Figure 1. Met1 routing.
The bar under the picture is 20 um long. Supply wires on this layer in gray.
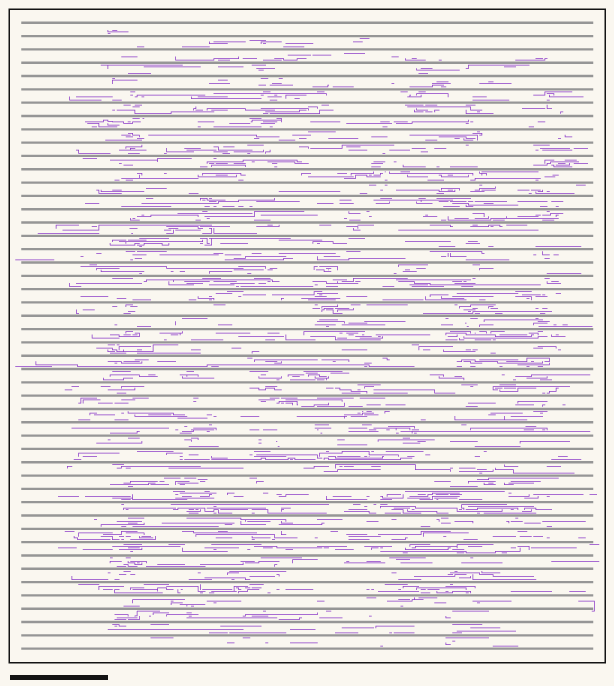
Figure 2. Metal 2.
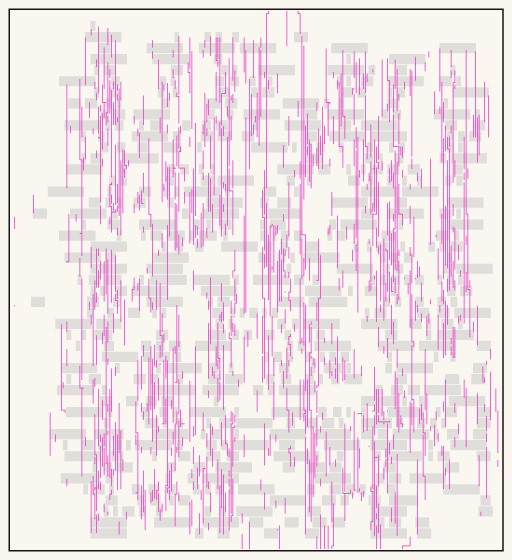
$ cat src/rtl/cam_frame_ctrl.sv
// Frame-level sequencer for the OV7670 capture path: camera bring-up, VSYNC
// watchdog and frame-boundary gating of the pixel-BRAM write enable.
module cam_frame_ctrl #(
    parameter int unsigned PWRUP_CYCLES  = 1_000_000,
    parameter int unsigned CFG_TIMEOUT   = 100_000_000,
    parameter int unsigned FRAME_TIMEOUT = 10_000_000,
    parameter int unsigned SETTLE_FRAMES = 2
) (
    input  logic        i_top_clk,
    input  logic        w_rst_btn_db,
    input  logic        i_mode_snap,
    input  logic        i_snap_req,
    input  logic        i_cam_done,
    input  logic        i_vsync_async,
    output logic        o_cam_start,
    output logic        o_wr_en,
    output logic [15:0] o_frame_cnt,
    output logic        o_busy,
    output logic        o_err,
    output logic [2:0]  o_state
);

    localparam int unsigned PW = $clog2(PWRUP_CYCLES) + 1;
    localparam int unsigned CW = $clog2(CFG_TIMEOUT) + 1;
    localparam int unsigned FW = $clog2(FRAME_TIMEOUT) + 1;

    localparam logic [PW-1:0] PWR_LAST    = PW'(PWRUP_CYCLES);
    localparam logic [CW-1:0] CFG_LAST    = CW'(CFG_TIMEOUT - 1);
    localparam logic [FW-1:0] WD_LAST     = FW'(FRAME_TIMEOUT - 1);
    localparam logic [3:0]    SETTLE_LAST = 4'(SETTLE_FRAMES - 1);

    localparam logic [2:0] ST_PWRUP  = 3'd0;
    localparam logic [2:0] ST_START  = 3'd1;
    localparam logic [2:0] ST_CFG    = 3'd2;
    localparam logic [2:0] ST_SETTLE = 3'd3;
    localparam logic [2:0] ST_RUN    = 3'd4;
    localparam logic [2:0] ST_ERR    = 3'd5;

    localparam logic [1:0] SUB_FROZEN  = 2'd0;
    localparam logic [1:0] SUB_ARMED   = 2'd1;
    localparam logic [1:0] SUB_CAPTURE = 2'd2;

    logic          r_vs_meta;
    logic          r_vs_sync;
    logic          r_vs_prev;
    logic          w_vs_rise;
    logic          w_wd_expire;

    logic [2:0]    r_state;
    logic [2:0]    w_state_nxt;
    logic [1:0]    r_sub;
    logic [PW-1:0] r_pwr_cnt;
    logic [CW-1:0] r_cfg_cnt;
    logic [FW-1:0] r_wd_cnt;
    logic [3:0]    r_settle_cnt;

    logic          r_cam_start;
    logic          r_wr_en;
    logic [15:0]   r_frame_cnt;
    logic          r_busy;
    logic          r_err;

    always_ff @(posedge i_top_clk or negedge w_rst_btn_db) begin
        if (!w_rst_btn_db) begin
            r_vs_meta <= 1'b0;
            r_vs_sync <= 1'b0;
            r_vs_prev <= 1'b0;
        end else begin
            r_vs_meta <= i_vsync_async;
            r_vs_sync <= r_vs_meta;
            r_vs_prev <= r_vs_sync;
        end
    end

    assign w_vs_rise = r_vs_sync & ~r_vs_prev;
    // A frame edge landing on the expiry cycle rescues the watchdog.
    assign w_wd_expire = (r_wd_cnt == WD_LAST) & ~w_vs_rise;

    always_comb begin
        w_state_nxt = r_state;
        case (r_state)
            ST_PWRUP:  if (r_pwr_cnt == PWR_LAST) w_state_nxt = ST_START;
            ST_START:  w_state_nxt = ST_CFG;
            ST_CFG: begin
                if (i_cam_done)                w_state_nxt = ST_SETTLE;
                else if (r_cfg_cnt == CFG_LAST) w_state_nxt = ST_ERR;
            end
            ST_SETTLE: begin
                if (w_wd_expire)                                  w_state_nxt = ST_ERR;
                else if (w_vs_rise && r_settle_cnt == SETTLE_LAST) w_state_nxt = ST_RUN;
            end
            ST_RUN:    if (w_wd_expire) w_state_nxt = ST_ERR;
            default:   w_state_nxt = ST_PWRUP;
        endcase
    end

    always_ff @(posedge i_top_clk or negedge w_rst_btn_db) begin
        if (!w_rst_btn_db) begin
            r_pwr_cnt    <= '0;
            r_cfg_cnt    <= '0;
            r_wd_cnt     <= '0;
            r_settle_cnt <= '0;
        end else begin
            r_pwr_cnt <= (r_state == ST_PWRUP) ? r_pwr_cnt + 1'b1 : '0;
            r_cfg_cnt <= (r_state == ST_CFG)   ? r_cfg_cnt + 1'b1 : '0;
            if ((r_state == ST_SETTLE || r_state == ST_RUN) && !w_vs_rise)
                r_wd_cnt <= r_wd_cnt + 1'b1;
            else
                r_wd_cnt <= '0;
            if (r_state != ST_SETTLE)
                r_settle_cnt <= '0;
            else if (w_vs_rise)
                r_settle_cnt <= r_settle_cnt + 1'b1;
        end
    end

    always_ff @(posedge i_top_clk or negedge w_rst_btn_db) begin
        if (!w_rst_btn_db) begin
            r_state     <= ST_PWRUP;
            r_sub       <= SUB_FROZEN;
            r_cam_start <= 1'b0;
            r_wr_en     <= 1'b0;
            r_frame_cnt <= '0;
            r_busy      <= 1'b1;
            r_err       <= 1'b0;
        end else begin
            r_state     <= w_state_nxt;
            r_cam_start <= (w_state_nxt == ST_START);
            r_busy      <= (w_state_nxt != ST_RUN);
            if (w_state_nxt == ST_ERR) begin
                r_err   <= 1'b1;
                r_wr_en <= 1'b0;
                r_sub   <= SUB_FROZEN;
            end else if (r_state != ST_RUN) begin
                r_sub   <= SUB_FROZEN;
                r_wr_en <= (w_state_nxt == ST_RUN) && !i_mode_snap;
            end else if (w_vs_rise) begin
                // A frame counts as captured when write enable covered it.
                if (r_wr_en)
                    r_frame_cnt <= r_frame_cnt + 1'b1;
                if (!i_mode_snap) begin
                    r_wr_en <= 1'b1;
                    r_sub   <= SUB_FROZEN;
                end else begin
                    case (r_sub)
                        SUB_ARMED: begin
                            r_wr_en <= 1'b1;
                            r_sub   <= SUB_CAPTURE;
                        end
                        SUB_CAPTURE: begin
                            r_wr_en <= 1'b0;
                            r_sub   <= SUB_FROZEN;
                        end
                        default: begin
                            r_wr_en <= 1'b0;
                            r_sub   <= i_snap_req ? SUB_ARMED : SUB_FROZEN;
                        end
                    endcase
                end
            end else if (i_mode_snap && i_snap_req && r_sub == SUB_FROZEN) begin
                r_sub <= SUB_ARMED;
            end
        end
    end

    assign o_cam_start = r_cam_start;
    assign o_wr_en     = r_wr_en;
    assign o_frame_cnt = r_frame_cnt;
    assign o_busy      = r_busy;
    assign o_err       = r_err;
    assign o_state     = r_state;

endmodule

$ cat config.mk
export PLATFORM = sky130hd
export DESIGN_NAME = cam_frame_ctrl
export DESIGN_NICKNAME = d
export VERILOG_FILES = /design/src/rtl/cam_frame_ctrl.sv
export SDC_FILE = /design/constraint.sdc
export NUM_CORES = 1
export LEC_CHECK = 0
export CAP_MARGIN = 10
export CELL_PAD_IN_SITES_DETAIL_PLACEMENT = 1
export CELL_PAD_IN_SITES_GLOBAL_PLACEMENT = 2
export CORE_ASPECT_RATIO = 1.1
export CORE_MARGIN = 2
export CORE_UTILIZATION = 35
export DETAILED_ROUTE_END_ITERATION = 8
export GPL_ROUTABILITY_DRIVEN = 0
export PLACE_DENSITY = 0.74
export SLEW_MARGIN = 20
export SYNTH_ARGS = -nofsm -noshare
export SYNTH_HDL_FRONTEND = slang
export SYNTH_SLANG_ARGS = --single-unit
$ cat constraint.sdc
create_clock -name i_top_clk -period 3 [get_ports i_top_clk]
set_input_delay 0.3 -clock i_top_clk [delete_from_list [all_inputs] [get_ports i_top_clk]]
set_output_delay 0.3 -clock i_top_clk [all_outputs]
set_load 0.02 [all_outputs]
==> summary.txt <==
run results: final instance area=6080 um^2, Hold Path End=r_vs_sync, Critical Path End=o_frame_cnt[13], CP endpoint kind=flip-flop, Top cell area share=49.5%, vias in the first global route=4127, Synth Seq Share=50.0%, highest clock rate=~500 MHz, Clock power frac=44.2%, DRC viols=0, Biggest register=r_cfg_cnt, Worst Min Path Start=r_vs_meta, Yosys top cell by area=dfrtp_1, Dominant flop cell=dfrtp_1, 1st-iter DRT viols=122, yosys stat chip area=5310 um^2, # diodes=0, maximum VDD drop=332 uV, Worst Tran Pin Value=0.951 ns, Final Critical Period=2.06 ns, status=completed, DP Worst Slack=between 0.9 and 1 ns, biggest regs=r_cfg_cnt (28), r_wd_cnt (25), r_pwr_cnt (21), pwr/cell area=between 400 and 500 nW/um^2, Die W=~120 um, Critical Path AT=2.29 ns, Layout area overhead=14.5%, worst-path maximum fanout=10, internal power=~2100 uW, NetSw=around 570 uW, dpl hpwl=8230 um, number of flip-flops in the largest register=28, initial antenna violation count=0, Ys Warns=0, P_leak=between 0.002 and 0.0025 uW, RSZ-0062 raised after global routing=no, Sw Ratio=roughly a fifth, Commonest cells post-synth=105 x dfrtp_1, 83 x nor2_1, 48 x xnor2_1, area of the core=14900 um^2, Yosys reg bits=around 110, worst relative slew slack=36.4%, # port buffers=28, I/O pins=29, share of cells above drive strength 1=6.50%, adder-cell share of the synthesized area=under 10%, Tot GR Track Use=15.8%, setup violators final=0, Net Count, Synth=556, die area=16200 um^2, final hold violation count=0, clk latency late pin=0.36 ns, min-delay worst type=flip-flop to flip-flop, P_seq=between 1000 and 1500 uW, Antenna Nets Post-Route=0, Gate Count Post-Synth=541, Max Slew Vio Count=0, final setup margin=0.945 ns, Fill cells=1707, clk_skew=0.0108 ns, Initial Util=between 30% and 40%, aoi share=3.79%, Mux cell area share=less than 1%, fin nets=579, cts hold-fix bufs=1, Final Core Density=about two fifths, post-route insts no fill=around 770, Simple Share, Synth=approximately 28%
## Picture notes: Figure 1
- nets with wire on the layer: 537
- wire length on this layer: 5430 um
- longest straight run: 38.6 um
- share of all routed wire: 46%
- main direction: horizontal

## Picture notes: Figure 2
- main direction: vertical
- nets with wire on the layer: 508
- share of all routed wire: 50%

==> cell type report <==
class                           count  area (um^2)  area share [%]
Sequential cell                   106         2650            43.6
Multi-Input combinational cell    397         2500            41.2
Timing Repair Buffer               32          323            5.31
Tap cell                          196          245            4.03
Clock buffer                       11          233            3.83
Inverter                           18         67.6            1.11
Clock inverter                      5         55.1           0.905
==> worst max-delay path, stage by stage (launching register included) <==
cell and delay [ns]:
dfrtp_1 0.50, nor3b_4 0.37, nand4_1 0.25, nor4_4 0.49, nand4_1 0.17, xnor2_1 0.15
==> per-layer routing <==
metal	share of wire (%)	track usage, %	vias to the layer above
li1	-	-	1913
met1	46	20.0	1946
met5	0	0	-
met4	2.0	6.13	0
met3	2.0	3.17	13
met2	50	26.4	28
Power is estimated from default activity; no workload was simulated.
